Run 1, signal wires on met1:
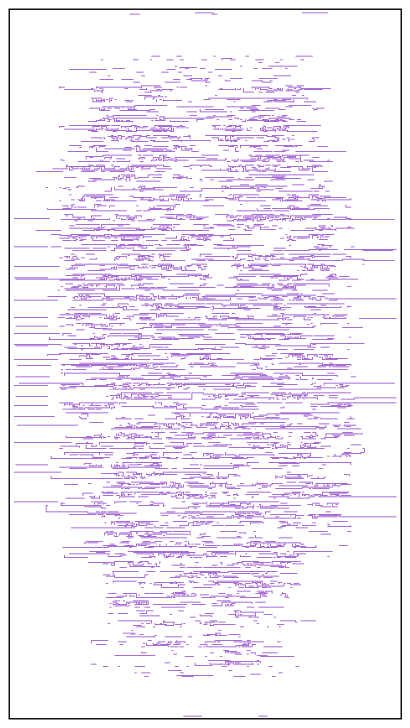
Run 1, placed standard cells:
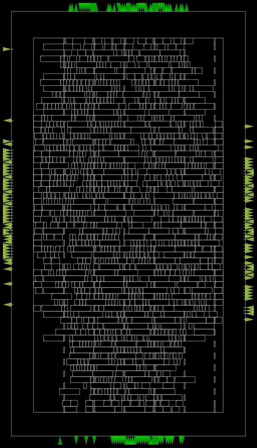
Run 1, the metal 2 layer:
Cells faint in the background.
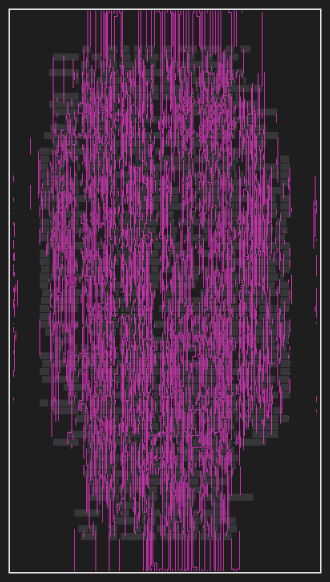
## config.mk

```make
export PLATFORM = sky130hd
export DESIGN_NAME = store_narrow_buffer
export DESIGN_NICKNAME = d
export VERILOG_FILES = /design/src/rtl/store_narrow_buffer.sv
export SDC_FILE = /design/constraint.sdc
export NUM_CORES = 1
export LEC_CHECK = 0
export ABC_AREA = 1
export CAP_MARGIN = 20
export CORE_ASPECT_RATIO = 2
export CORE_MARGIN = 10
export CORE_UTILIZATION = 53
export CTS_BUF_LIST = sky130_fd_sc_hd__clkbuf_8
export DETAILED_ROUTE_END_ITERATION = 10
export GPL_TIMING_DRIVEN = 0
export PLACE_DENSITY = 0.94
export SLEW_MARGIN = 20
export SYNTH_ARGS = -nofsm -noshare
export SYNTH_HDL_FRONTEND = slang
export SYNTH_SLANG_ARGS = --single-unit
```

## constraint.sdc

```tcl
create_clock -name clk -period 2.5 [get_ports clk]
set_clock_uncertainty 0.2 [all_clocks]
set_input_delay 0.5 -clock clk [delete_from_list [all_inputs] [get_ports clk]]
set_output_delay 0.5 -clock clk [all_outputs]
set_load 0.005 [all_outputs]
```

## src/rtl/store_narrow_buffer.sv

```systemverilog
// store_narrow_buffer: narrows sw/sh/sb stores to byte-enabled DM writes queued in a FIFO; define STORE_MERGE_EN to merge same-word stores into the youngest entry
module store_narrow_buffer #(
   parameter int DEPTH = 2,
   parameter int AW = 32
) (
   input  logic                   clk,
   input  logic                   reset,
   input  logic                   req_valid,
   output logic                   req_ready,
   input  logic [1:0]             req_op,
   input  logic [AW-1:0]          req_addr,
   input  logic [31:0]            req_wdata,
   output logic                   dm_valid,
   input  logic                   dm_ready,
   output logic [AW-1:0]          dm_addr,
   output logic [3:0]             dm_be,
   output logic [31:0]            dm_wdata,
   output logic                   err,
   output logic [AW-1:0]          err_addr,
   output logic [$clog2(DEPTH):0] count
);
   localparam int PW = $clog2(DEPTH);
   localparam int CW = PW + 1;
   logic [AW-1:0] addr_q [DEPTH];
   logic [3:0] be_q [DEPTH];
   logic [31:0] data_q [DEPTH];
   logic [PW-1:0] rd_ptr, wr_ptr;
   logic [1:0] a;
   logic legal, full, accept, push, pop, merge_hit;
   logic [3:0] be;
   logic [31:0] data;
   logic [AW-1:0] waddr;
   assign a = req_addr[1:0];
   assign waddr = {req_addr[AW-1:2], 2'b00};
   // lane enables, replicated data and alignment legality of the incoming store
   always_comb begin
      legal = req_op == 2'd0 ? a == 2'd0 : req_op == 2'd1 ? !a[0] : req_op == 2'd2;
      be = req_op == 2'd0 ? 4'hf : req_op == 2'd1 ? (a[1] ? 4'hc : 4'h3) : 4'b0001 << a;
      data = req_op == 2'd0 ? req_wdata : req_op == 2'd1 ? {2{req_wdata[15:0]}} : {4{req_wdata[7:0]}};
   end
`ifdef STORE_MERGE_EN
   logic [PW-1:0] tail;
   assign tail = wr_ptr - PW'(1);
   assign merge_hit = legal && count != '0 && addr_q[tail] == waddr && !(pop && count == CW'(1));
`else
   assign merge_hit = 1'b0;
`endif
   assign full = count == CW'(DEPTH);
   assign req_ready = !full || merge_hit;
   assign dm_valid = count != '0;
   assign accept = req_valid && req_ready;
   assign push = accept && legal && !merge_hit;
   assign pop = dm_valid && dm_ready;
   assign dm_addr = addr_q[rd_ptr];
   assign dm_be = be_q[rd_ptr];
   assign dm_wdata = data_q[rd_ptr];
   // FIFO storage, pointers, occupancy and rejected-request reporting
   always_ff @(posedge clk or negedge reset)
      if (!reset) begin
         rd_ptr <= '0;
         wr_ptr <= '0;
         count <= '0;
         err <= 1'b0;
         err_addr <= '0;
         for (int i = 0; i < DEPTH; i++) begin
            addr_q[i] <= '0;
            be_q[i] <= '0;
            data_q[i] <= '0;
         end
      end else begin
         err <= accept && !legal;
         if (accept && !legal) err_addr <= req_addr;
         if (push) begin
            addr_q[wr_ptr] <= waddr;
            be_q[wr_ptr] <= be;
            data_q[wr_ptr] <= data;
            wr_ptr <= wr_ptr + PW'(1);
         end
`ifdef STORE_MERGE_EN
         if (accept && merge_hit) begin
            be_q[tail] <= be_q[tail] | be;
            for (int k = 0; k < 4; k++)
               if (be[k]) data_q[tail][8*k +: 8] <= data[8*k +: 8];
         end
`endif
         if (pop) rd_ptr <= rd_ptr + PW'(1);
         count <= count + CW'(push) - CW'(pop);
      end
endmodule

```

==> flow_metrics.env, run 1 <==
# physical design summary
export IMPL_status="finished, final reports clean"
export IMPL_r2r_slack_ns=0.25
export IMPL_cp_slowest_cell="dfrtp_2"
export IMPL_flops=169
export IMPL_slowest_delay_ns=0.46
export IMPL_dpl_instance_area_um2=10100
export IMPL_layout_top_cells="622 x nand2_1, 168 x dfrtp_1, 104 x clkdlybuf4s50_1, 92 x nand4_1, 64 x dlygate4sd2_1"
export IMPL_setup_violations=0
export IMPL_grt_pass1_vias=8527
export IMPL_cts_sinks=169
export IMPL_ys_area_um2=8060
export IMPL_common_cells="622 x nand2_1, 169 x dfrtp_1, 92 x nand4_1"
export IMPL_largest_area_cell="dfrtp_1"
export IMPL_power_total_w=0.0131
export IMPL_fin_cells=1471
export IMPL_path_class="flip-flop to output port"
export IMPL_ys_cells=1062
export IMPL_crit_chain="inv_4 -> buf_8 -> clkbuf_16 -> nand2_1 -> nand2_1 -> dlygate4sd2_1"
export IMPL_final_clk_cell_share_pct=4.05
export IMPL_cts_clk_slew_worst_paths_ns=0.09
export IMPL_gp_congestion=0.962
export IMPL_synth_most_common_cell="nand2_1"
export IMPL_non_clock_inverter_count=10
export IMPL_switching_share_pct=40.2
export IMPL_ys_sh_mux_pct=0
export IMPL_pg_comb_w=0.00618
export IMPL_ff2ff_path_depth=10
export IMPL_avgSynthCellArea_um2=7.59
export IMPL_met3_usage_pct=6.13
export IMPL_area_leaders="dfrtp_1 52%, nand2_1 29%, nand4_1 7.1%"
export IMPL_largest_register="data_q"
export IMPL_synthXorXnorAreaFrac_pct=0.217
export IMPL_r2r_end="count[1]"
export IMPL_synthCells=1062
export IMPL_hp_start="req_addr[1]"
export IMPL_seq_power_share_pct=36.4
export IMPL_yosysTopAreaCellShare_pct=52.5
export IMPL_grt_usage_pct=27.0
export IMPL_logic_area_um2=3380
export IMPL_chip_area_um2=20800
export IMPL_cp_common_cell="nand2_1"
export IMPL_cap_violations=0
export IMPL_h_tree_depth=4
export IMPL_dr_wl_met3_um=2380
Notes on 'signal wires on met1' above:
wire length on this layer: 9,400 um
longest straight run: 27.1 um
nets with wire on the layer: 1,203
main direction: horizontal
share of all routed wire: 33%
met1 usage: 28.2%
via count: 8,471
WL final: 28,100 um

Notes on 'placed standard cells' above:
n_taps: 195
FILL cells: 1,098
Cell Rows: 63
Layout Utilization: 71.6%
fraction of area in registers: 39.7%

Notes on 'the metal 2 layer' above:
main direction: vertical
wire length on this layer: 14,600 um
share of all routed wire: 52%
longest straight run: 65.3 um
nets with wire on the layer: 1,103
GRT met2 Usage: 47.1%

Run 1, sequential cells grouped by signal name:
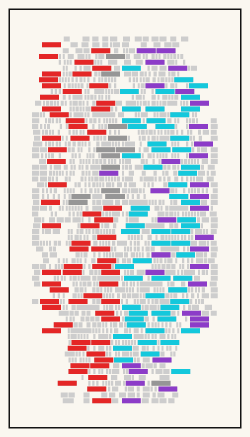

==> run 1 -> run 2 <==
--- a/config.mk
+++ b/config.mk
@@ -12,6 +12,7 @@
 export CORE_UTILIZATION = 53
 export CTS_BUF_LIST = sky130_fd_sc_hd__clkbuf_8
 export DETAILED_ROUTE_END_ITERATION = 10
+export GPL_ROUTABILITY_DRIVEN = 0
 export GPL_TIMING_DRIVEN = 0
 export PLACE_DENSITY = 0.94
 export SLEW_MARGIN = 20
Run 2, sequential cells grouped by signal name:
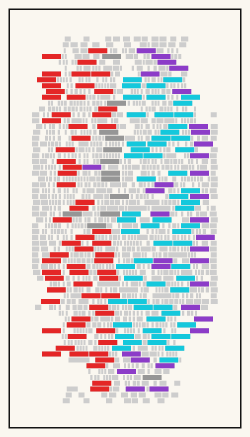
| colour | netlist name | flops |
|---|---|---|
| red | `data_q` | 64 |
| purple | `err_addr` | 32 |
| cyan | `addr_q` | 60 |
not coloured: 13
Register Area: 4230 um^2
Layout Utilization: 71.7%

==> flow_metrics.env, run 2 <==
# physical design summary
export IMPL_crit_chain="buf_8 -> buf_4 -> buf_4 -> nand2_1 -> nand2_1 -> dlygate4sd2_1"
export IMPL_pg_comb_w=0.00627
export IMPL_dr_wl_met3_um=2110
export IMPL_die_w_um=107
export IMPL_cts_clk_slew_worst_paths_ns=0.09
export IMPL_seq_power_w=0.00476
export IMPL_slowest_delay_ns=0.45
export IMPL_yosysTopAreaCellShare_pct=52.5
export IMPL_cap_violations=0
export IMPL_taps=195
export IMPL_avgSynthCellArea_um2=7.59
export IMPL_synth_most_common_cell="nand2_1"
export IMPL_globalRouteMet2Util_pct=46.1
export IMPL_synthCells=1062
export IMPL_area_leaders="dfrtp_1 52%, nand2_1 29%, nand4_1 7.1%"
export IMPL_met3_usage_pct=5.47
export IMPL_ys_sh_mux_pct=0
export IMPL_r2r_slack_ns=0.16
export IMPL_vias=8328
export IMPL_cts_sinks=169
export IMPL_h_tree_depth=4
export IMPL_dpl_instance_area_um2=10100
export IMPL_seq_power_share_pct=36.9
export IMPL_grt_usage_pct=26.0
export IMPL_layout_top_cells="616 x nand2_1, 168 x dfrtp_1, 105 x clkdlybuf4s50_1, 92 x nand4_1, 57 x dlygate4sd2_1"
export IMPL_grt_util_met1_pct=27.0
export IMPL_r2r_end="count[1]"
export IMPL_ys_area_um2=8060
export IMPL_status="finished, final reports clean"
export IMPL_cp_slowest_cell="dfrtp_2"
export IMPL_power_total_w=0.0129
export IMPL_chip_area_um2=20800
export IMPL_largest_register="data_q"
export IMPL_common_cells="622 x nand2_1, 169 x dfrtp_1, 92 x nand4_1"
export IMPL_switching_share_pct=40.4
export IMPL_largest_area_cell="dfrtp_1"
export IMPL_rows=63
export IMPL_logic_area_um2=3400
export IMPL_final_clk_cell_share_pct=3.48
export IMPL_ys_cells=1062
export IMPL_wirelength_um=26800
export IMPL_cts_tree="built"
export IMPL_grt_pass1_vias=8522
export IMPL_ff2ff_path_depth=11
export IMPL_setup_violations=0
export IMPL_non_clock_inverter_count=10
export IMPL_hp_start="addr_q[34]"
Run 2, placed standard cells:
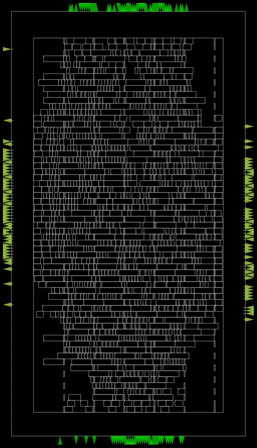
fraction of area in registers: 39.6%
Core ar.: 14,900 um^2
Flop Count: 169
FILL cells: 1,080
Layout Cells excl Fill: 1,475

Run 2, signal wires on met1:
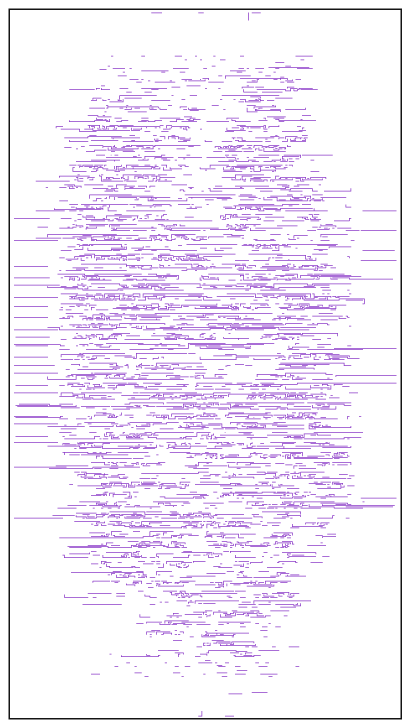

==> run 2 -> run 3 <==
--- a/config.mk
+++ b/config.mk
@@ -9,12 +9,10 @@
 export CAP_MARGIN = 20
 export CORE_ASPECT_RATIO = 2
 export CORE_MARGIN = 10
-export CORE_UTILIZATION = 53
-export CTS_BUF_LIST = sky130_fd_sc_hd__clkbuf_8
+export CORE_UTILIZATION = 51
 export DETAILED_ROUTE_END_ITERATION = 10
-export GPL_ROUTABILITY_DRIVEN = 0
 export GPL_TIMING_DRIVEN = 0
-export PLACE_DENSITY = 0.94
+export PLACE_DENSITY = 0.91
 export SLEW_MARGIN = 20
 export SYNTH_ARGS = -nofsm -noshare
 export SYNTH_HDL_FRONTEND = slang
Run 3, signal wires on met1:
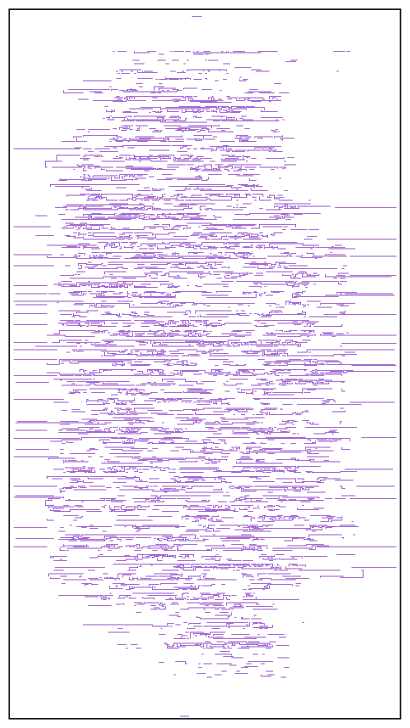
nets with wire on the layer: 1,201
longest straight run: 27.6 um
WL final: 28,500 um
met1 usage: 30.4%
via count: 8,594

==> flow_metrics.env, run 3 <==
# physical design summary
export IMPL_setup_violations=0
export IMPL_taps=201
export IMPL_rows=65
export IMPL_cts_tree="built"
export IMPL_area_leaders="dfrtp_1 52%, nand2_1 29%, nand4_1 7.1%"
export IMPL_non_clock_inverter_count=10
export IMPL_crit_chain="buf_8 -> buf_4 -> clkbuf_8 -> nand2_1 -> nand2_1 -> dlygate4sd2_1"
export IMPL_cap_violations=0
export IMPL_status="finished, final reports clean"
export IMPL_die_w_um=109
export IMPL_cts_clk_slew_worst_paths_ns=0.07
export IMPL_largest_register="data_q"
export IMPL_synthCells=1062
export IMPL_final_clk_cell_share_pct=5.33
export IMPL_switching_share_pct=39.9
export IMPL_logic_area_um2=3390
export IMPL_r2r_slack_ns=0.20
export IMPL_cts_sinks=169
export IMPL_seq_power_share_pct=35.0
export IMPL_regArea_um2=4230
export IMPL_fillerInstances=1151
export IMPL_dr_wl_met3_um=3320
Run 3, the metal 2 layer:
Cells faint in the background.
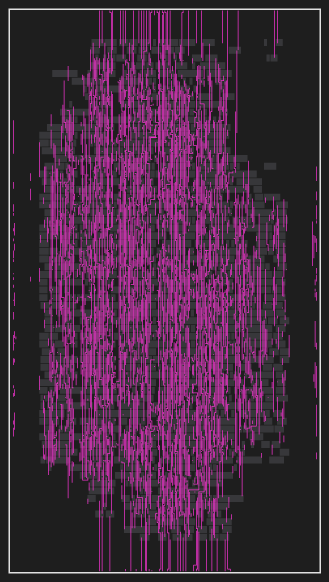
nets with wire on the layer: 1,122
share of all routed wire: 48%
GRT met2 Usage: 42.7%


==> notes/layouts.md <==
Pictures saved along the way, in no particular order.

Cell area per tile.
Plate I
The die is cut into 11 by 19 equal tiles; white is low, dark blue is high, 0 to 100% covered.
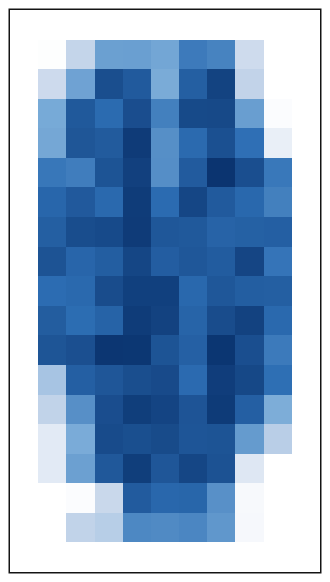
Plate II
The die is cut into 11 by 20 equal tiles; white is low, dark blue is high, 0 to 100% covered.
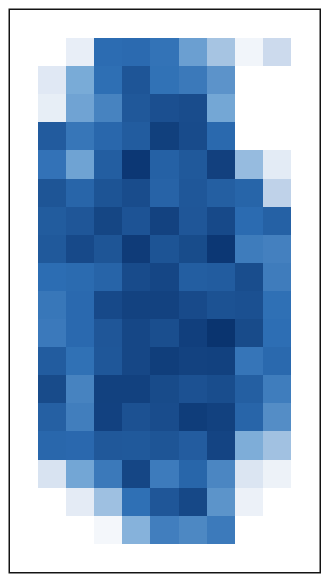
Plate I: run 2
Plate II: run 3

Key to Plate I:
tiles over 75% full: 46%
nearly empty tiles: 32%
densest ninth of the die: centre
mean over tiles: 50%
emptiest ninth of the die: south-west
fullest tile: 98%

